--- src/rtl/if_id_inst_queue_pkg.sv ---
// Shared constants and the entry record for the IF->ID instruction queue.
package if_id_inst_queue_pkg;

    localparam logic [31:0] INST_NOP     = 32'h0340_0000;  // andi r0,r0,0
    localparam int          INST_Q_DEPTH = 4;

    typedef struct packed {
        logic [31:0] pc;
        logic [31:0] inst;
        logic        adef;
    } iq_entry_t;

endpackage

--- src/rtl/if_id_inst_queue.sv ---
// Circular-buffer instruction queue between fetch and decode with a valid/ready
// handshake on both sides and a single-cycle flush for redirects.
module if_id_inst_queue
    import if_id_inst_queue_pkg::*;
#(
    parameter int DEPTH = INST_Q_DEPTH,
    parameter int PTR_W = $clog2(DEPTH)
) (
    input  logic             clk,
    input  logic             reset,
    input  logic             flush,
    input  logic             fs_valid,
    output logic             fs_ready,
    input  logic [31:0]      fs_pc,
    input  logic [31:0]      fs_inst,
    input  logic             fs_adef,
    output logic             ds_valid,
    input  logic             ds_ready,
    output logic [31:0]      ds_pc,
    output logic [31:0]      ds_inst,
    output logic             ds_adef,
    output logic [PTR_W:0]   count
);

    localparam logic [PTR_W:0] FULL_CNT = (PTR_W+1)'(DEPTH);

    iq_entry_t        mem_q [DEPTH];
    iq_entry_t        mem_d [DEPTH];
    logic [PTR_W-1:0] wr_ptr_q, wr_ptr_d;
    logic [PTR_W-1:0] rd_ptr_q, rd_ptr_d;
    logic [PTR_W:0]   count_q, count_d;

    logic full, empty, push, pop;
    iq_entry_t head;

    assign full  = (count_q == FULL_CNT);
    assign empty = (count_q == '0);
    // fs_ready looks only at local occupancy so ID never reaches IF combinationally.
    assign push  = fs_valid && !full && !flush;
    assign pop   = !empty && ds_ready && !flush;
    assign head  = mem_q[rd_ptr_q];

    always_comb begin
        mem_d    = mem_q;
        wr_ptr_d = wr_ptr_q;
        rd_ptr_d = rd_ptr_q;
        count_d  = count_q;
        if (flush) begin
            wr_ptr_d = '0;
            rd_ptr_d = '0;
            count_d  = '0;
        end else begin
            if (push) begin
                mem_d[wr_ptr_q] = '{pc: fs_pc, inst: fs_inst, adef: fs_adef};
                wr_ptr_d        = wr_ptr_q + 1'b1;
            end
            if (pop) rd_ptr_d = rd_ptr_q + 1'b1;
            if (push && !pop)      count_d = count_q + 1'b1;
            else if (pop && !push) count_d = count_q - 1'b1;
        end
    end

    always_ff @(posedge clk or posedge reset) begin
        if (reset) begin
            mem_q    <= '{default: '0};
            wr_ptr_q <= '0;
            rd_ptr_q <= '0;
            count_q  <= '0;
        end else begin
            mem_q    <= mem_d;
            wr_ptr_q <= wr_ptr_d;
            rd_ptr_q <= rd_ptr_d;
            count_q  <= count_d;
        end
    end

    always_comb begin
        fs_ready = !full;
        ds_valid = !empty && !flush;
        count    = count_q;
        ds_pc    = 32'h0;
        ds_inst  = INST_NOP;
        ds_adef  = 1'b0;
        if (!empty) begin
            ds_pc   = head.pc;
            ds_inst = head.inst;
            ds_adef = head.adef;
        end
    end

endmodule

--- config.mk ---
export PLATFORM = sky130hd
export DESIGN_NAME = if_id_inst_queue
export DESIGN_NICKNAME = d
export VERILOG_FILES = /design/src/rtl/if_id_inst_queue_pkg.sv /design/src/rtl/if_id_inst_queue.sv
export SDC_FILE = /design/constraint.sdc
export NUM_CORES = 1
export LEC_CHECK = 0
export CAP_MARGIN = 20
export CORE_UTILIZATION = 25
export CTS_BUF_LIST = sky130_fd_sc_hd__clkbuf_8
export CTS_CLUSTER_SIZE = 24
export DETAILED_ROUTE_END_ITERATION = 10
export PLACE_DENSITY = 0.41
export SETUP_SLACK_MARGIN = 0.2
export SLEW_MARGIN = 15
export SYNTH_ARGS = -nofsm -noshare
export SYNTH_HDL_FRONTEND = slang
export SYNTH_SLANG_ARGS = --single-unit
--- constraint.sdc ---
create_clock -name clk -period 9.35 [get_ports clk]
set_input_delay 1.87 -clock clk [delete_from_list [all_inputs] [get_ports clk]]
set_output_delay 1.87 -clock clk [all_outputs]
set_load 0.005 [all_outputs]
Run 1, cell placement:
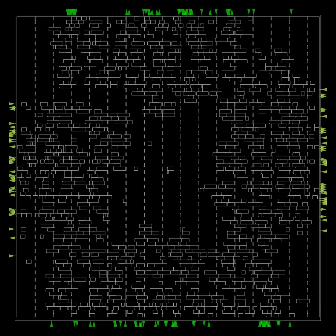
Site Rows: 84
fill count: 5253
flop count: 267
Seq/total area: 41.5%

Run 1, a small window of the routed layout:
Region (96, 50) to (136, 90) um. Cells in gray, sequential cells in the stronger gray; small squares are vias.
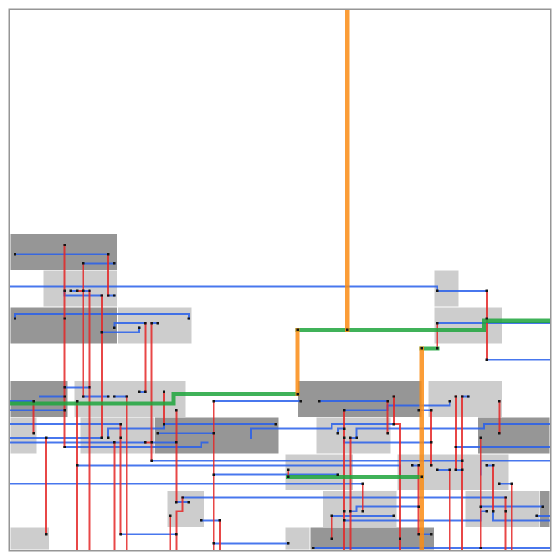
legend:
  M4:
    color: orange
  M2:
    color: red
  M1:
    color: blue
  M3:
    color: green
netlist names of flops here include: mem_q (6)
cells with their middle in the window: 21
most frequent: mux2_4 (7), dfrtp_1 (6)
sequential cells in the window: 6

Run 1, clock distribution:
The bar under the picture is 50 um long.
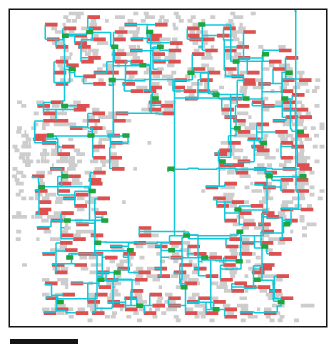
legend:
  flip-flops:
    color: red
    count: 267
  clock-net drivers:
    color: green
    count: 52
  clock wires:
    color: cyan
    length: 4910 um
routed clock nets: 53
flops lie: spread over the die

Run 1, metal layers overlaid:
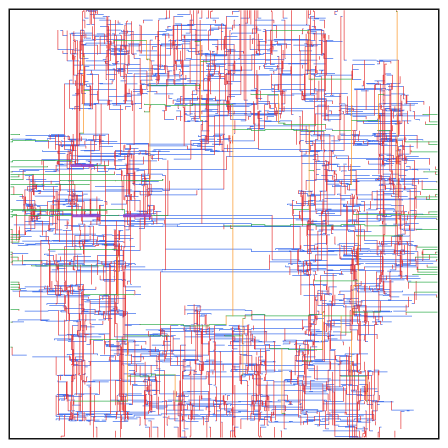
legend:
  M3:
    color: green
    wire_length: 1660 um
  M4:
    color: orange
    wire_length: 812 um
  M5:
    color: purple
    wire_length: 38.6 um
  M2:
    color: red
    wire_length: 14200 um
  M1:
    color: blue
    wire_length: 15500 um
Routed wire per std cell: 19.6 um
DR vias: 6999

==> reports/metrics.yaml, run 1 <==
grt_setup_unrepaired: "false"
nNetsFinal: 986
met3_usage_pct: 3.54
status: "completed"
place_congestion: 0.676
drive_above_1_share_pct: 45.3
finalMaxSlewViolations: 0
cts-root-buf: "clkbuf_8"
cp_top_family: "buffers and inverters"
grt_usage_pct: 12.3
drtIter0Drc: 292
layout_min_cycle_time_ps: 5530
finalPower_mw: 5.18
ys_types: 37
ys_cells: 764
max_freq_mhz: 181
mux_share_pct: 39.0
die_h_um: 232
fin_area_um2: 16100
whs_ps: 498
dr.pass1.iters: 4
post_dp_cell_area_um2: 15000
Run 1, the metal 3 layer:
The bar under the picture is 50 um long.
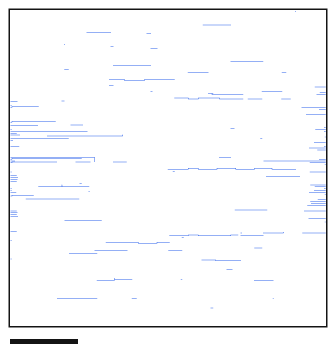

## Run 2: what changed since run 1
--- a/config.mk
+++ b/config.mk
@@ -10,7 +10,7 @@
 export CTS_BUF_LIST = sky130_fd_sc_hd__clkbuf_8
 export CTS_CLUSTER_SIZE = 24
 export DETAILED_ROUTE_END_ITERATION = 10
-export PLACE_DENSITY = 0.41
+export PLACE_DENSITY = 0.4
 export SETUP_SLACK_MARGIN = 0.2
 export SLEW_MARGIN = 15
 export SYNTH_ARGS = -nofsm -noshare
==> constraint.sdc (replaced) <==
create_clock -name clk -period 5.3 [get_ports clk]
set_input_delay 1.06 -clock clk [delete_from_list [all_inputs] [get_ports clk]]
set_output_delay 1.06 -clock clk [all_outputs]
set_load 0.005 [all_outputs]
Run 2, the metal 3 layer:
The bar under the picture is 50 um long.
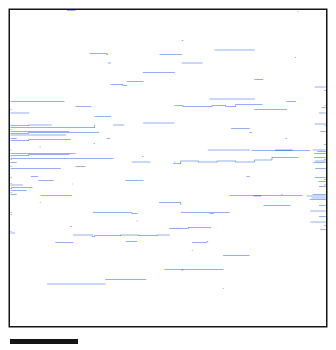
longest straight run: 74.8 um
share of all routed wire: 5.5%
wirelength, routed: 33600 um
grt met3 use: 3.66%
DR vias: 7085

==> reports/metrics.yaml, run 2 <==
layout.nonclk_buf_share_pct: 9.70
post_dp_cell_area_um2: 15100
num_rows: 84
wire_per_inst_um: 20.3
sh_seq_area_pct: 41.5
drtIter0Drc: 261
whs_ps: 496
max_freq_mhz: 231
finalMaxSlewViolations: 0
die_h_um: 232
cts-root-buf: "clkbuf_8"
ys_cells: 764
finalPower_mw: 9.13
layout_min_cycle_time_ps: 4320
ys.flop_type: "dfrtp_1"
grt_setup_unrepaired: "false"
powerDensity_nw_per_um2: 566
nNetsFinal: 995
grt_first_pass_wirelength_um: 52500
ff_count: 267
status: "completed"
place_congestion: 0.699
nFillCells: 5213
ys_types: 37
grt_usage_pct: 12.9
tool_warnings: 32
fin_area_um2: 16100
logic_area_um2: 5960
crit_slowest_cell: "dfrtp_4"
Run 2, a small window of the routed layout:
Region (96, 50) to (136, 90) um. Cells in gray, sequential cells in the stronger gray; small squares are vias.
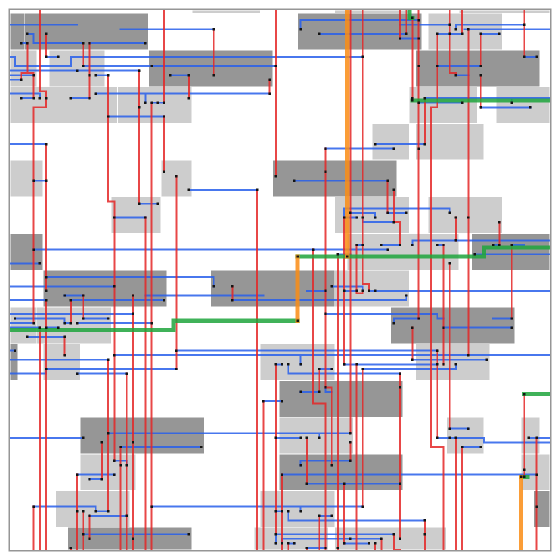

## Run 3: what changed since run 2
==> constraint.sdc (replaced) <==
create_clock -name clk -period 4.3 [get_ports clk]
set_input_delay 0.86 -clock clk [delete_from_list [all_inputs] [get_ports clk]]
set_output_delay 0.86 -clock clk [all_outputs]
set_load 0.005 [all_outputs]
Run 3, a small window of the routed layout:
Region (96, 50) to (136, 90) um. Cells in gray, sequential cells in the stronger gray; small squares are vias.
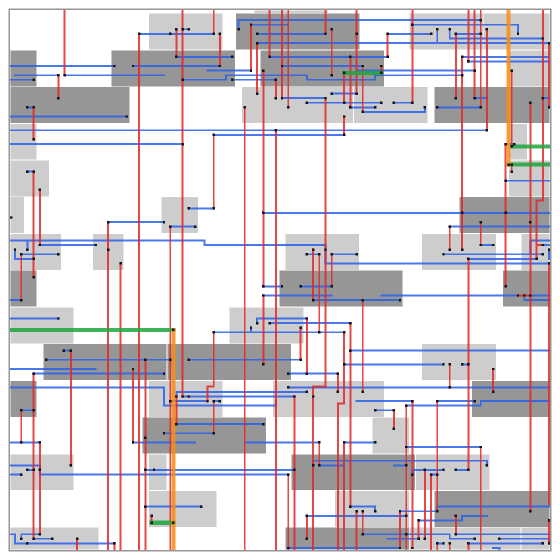
legend:
  M3:
    color: green
  M4:
    color: orange
  M1:
    color: blue
  M2:
    color: red
cells with their middle in the window: 41
sequential cells in the window: 14
most frequent: dfrtp_1 (14), mux2_4 (12), mux4_2 (4)
netlist names of flops here include: mem_q (14)

==> reports/metrics.yaml, run 3 <==
grt_setup_unrepaired: "false"
met1_length_um: 16000
cts_tree: "built"
syn_inst: 764
finalMaxSlewViolations: 0
routed_wirelength_um: 33500
ys_types: 37
area_growth_syn_to_layout_pct: 23.0
crit_path_end_kind: "output pin"
post_dp_cell_area_um2: 15200
cp_top_family: "buffers and inverters"
status: "completed"
drive_above_1_share_pct: 45.3
vias: 7113
critPathMaxStageDelay_ps: 520
wire_per_inst_um: 20.2
crit_slowest_cell: "dfrtp_1"
ff_count: 267
fin_skew_ps: 17.2
met3_usage_pct: 3.04
drtIter0Drc: 229
grtUsageMet1_pct: 17.6
ant_nets: 0
port_buffers: 139
antenna_found_initial: 5
place_congestion: 0.676
whs_ps: 497
dr.pass1.iters: 6
logic_area_um2: 5960
cts-root-buf: "clkbuf_8"
layout_min_cycle_time_ps: 3700
ys.flop_type: "dfrtp_1"
nFillCells: 5241
max_freq_mhz: 271
grt_usage_pct: 12.7
die_h_um: 232
tightest_slew_ps: 674
syn-cell-area_um2: 13300
powerDensity_nw_per_um2: 695
sh_seq_area_pct: 41.0
num_antenna_cells: 1
nNetsFinal: 1002
mux_share_pct: 39.0
layout.nonclk_buf_share_pct: 10.6
timing.final.ws_setup_ps: 604
grt_first_pass_wirelength_um: 51200
ys_cells: 764
top_area_share_pct: 50.3
num_rows: 84
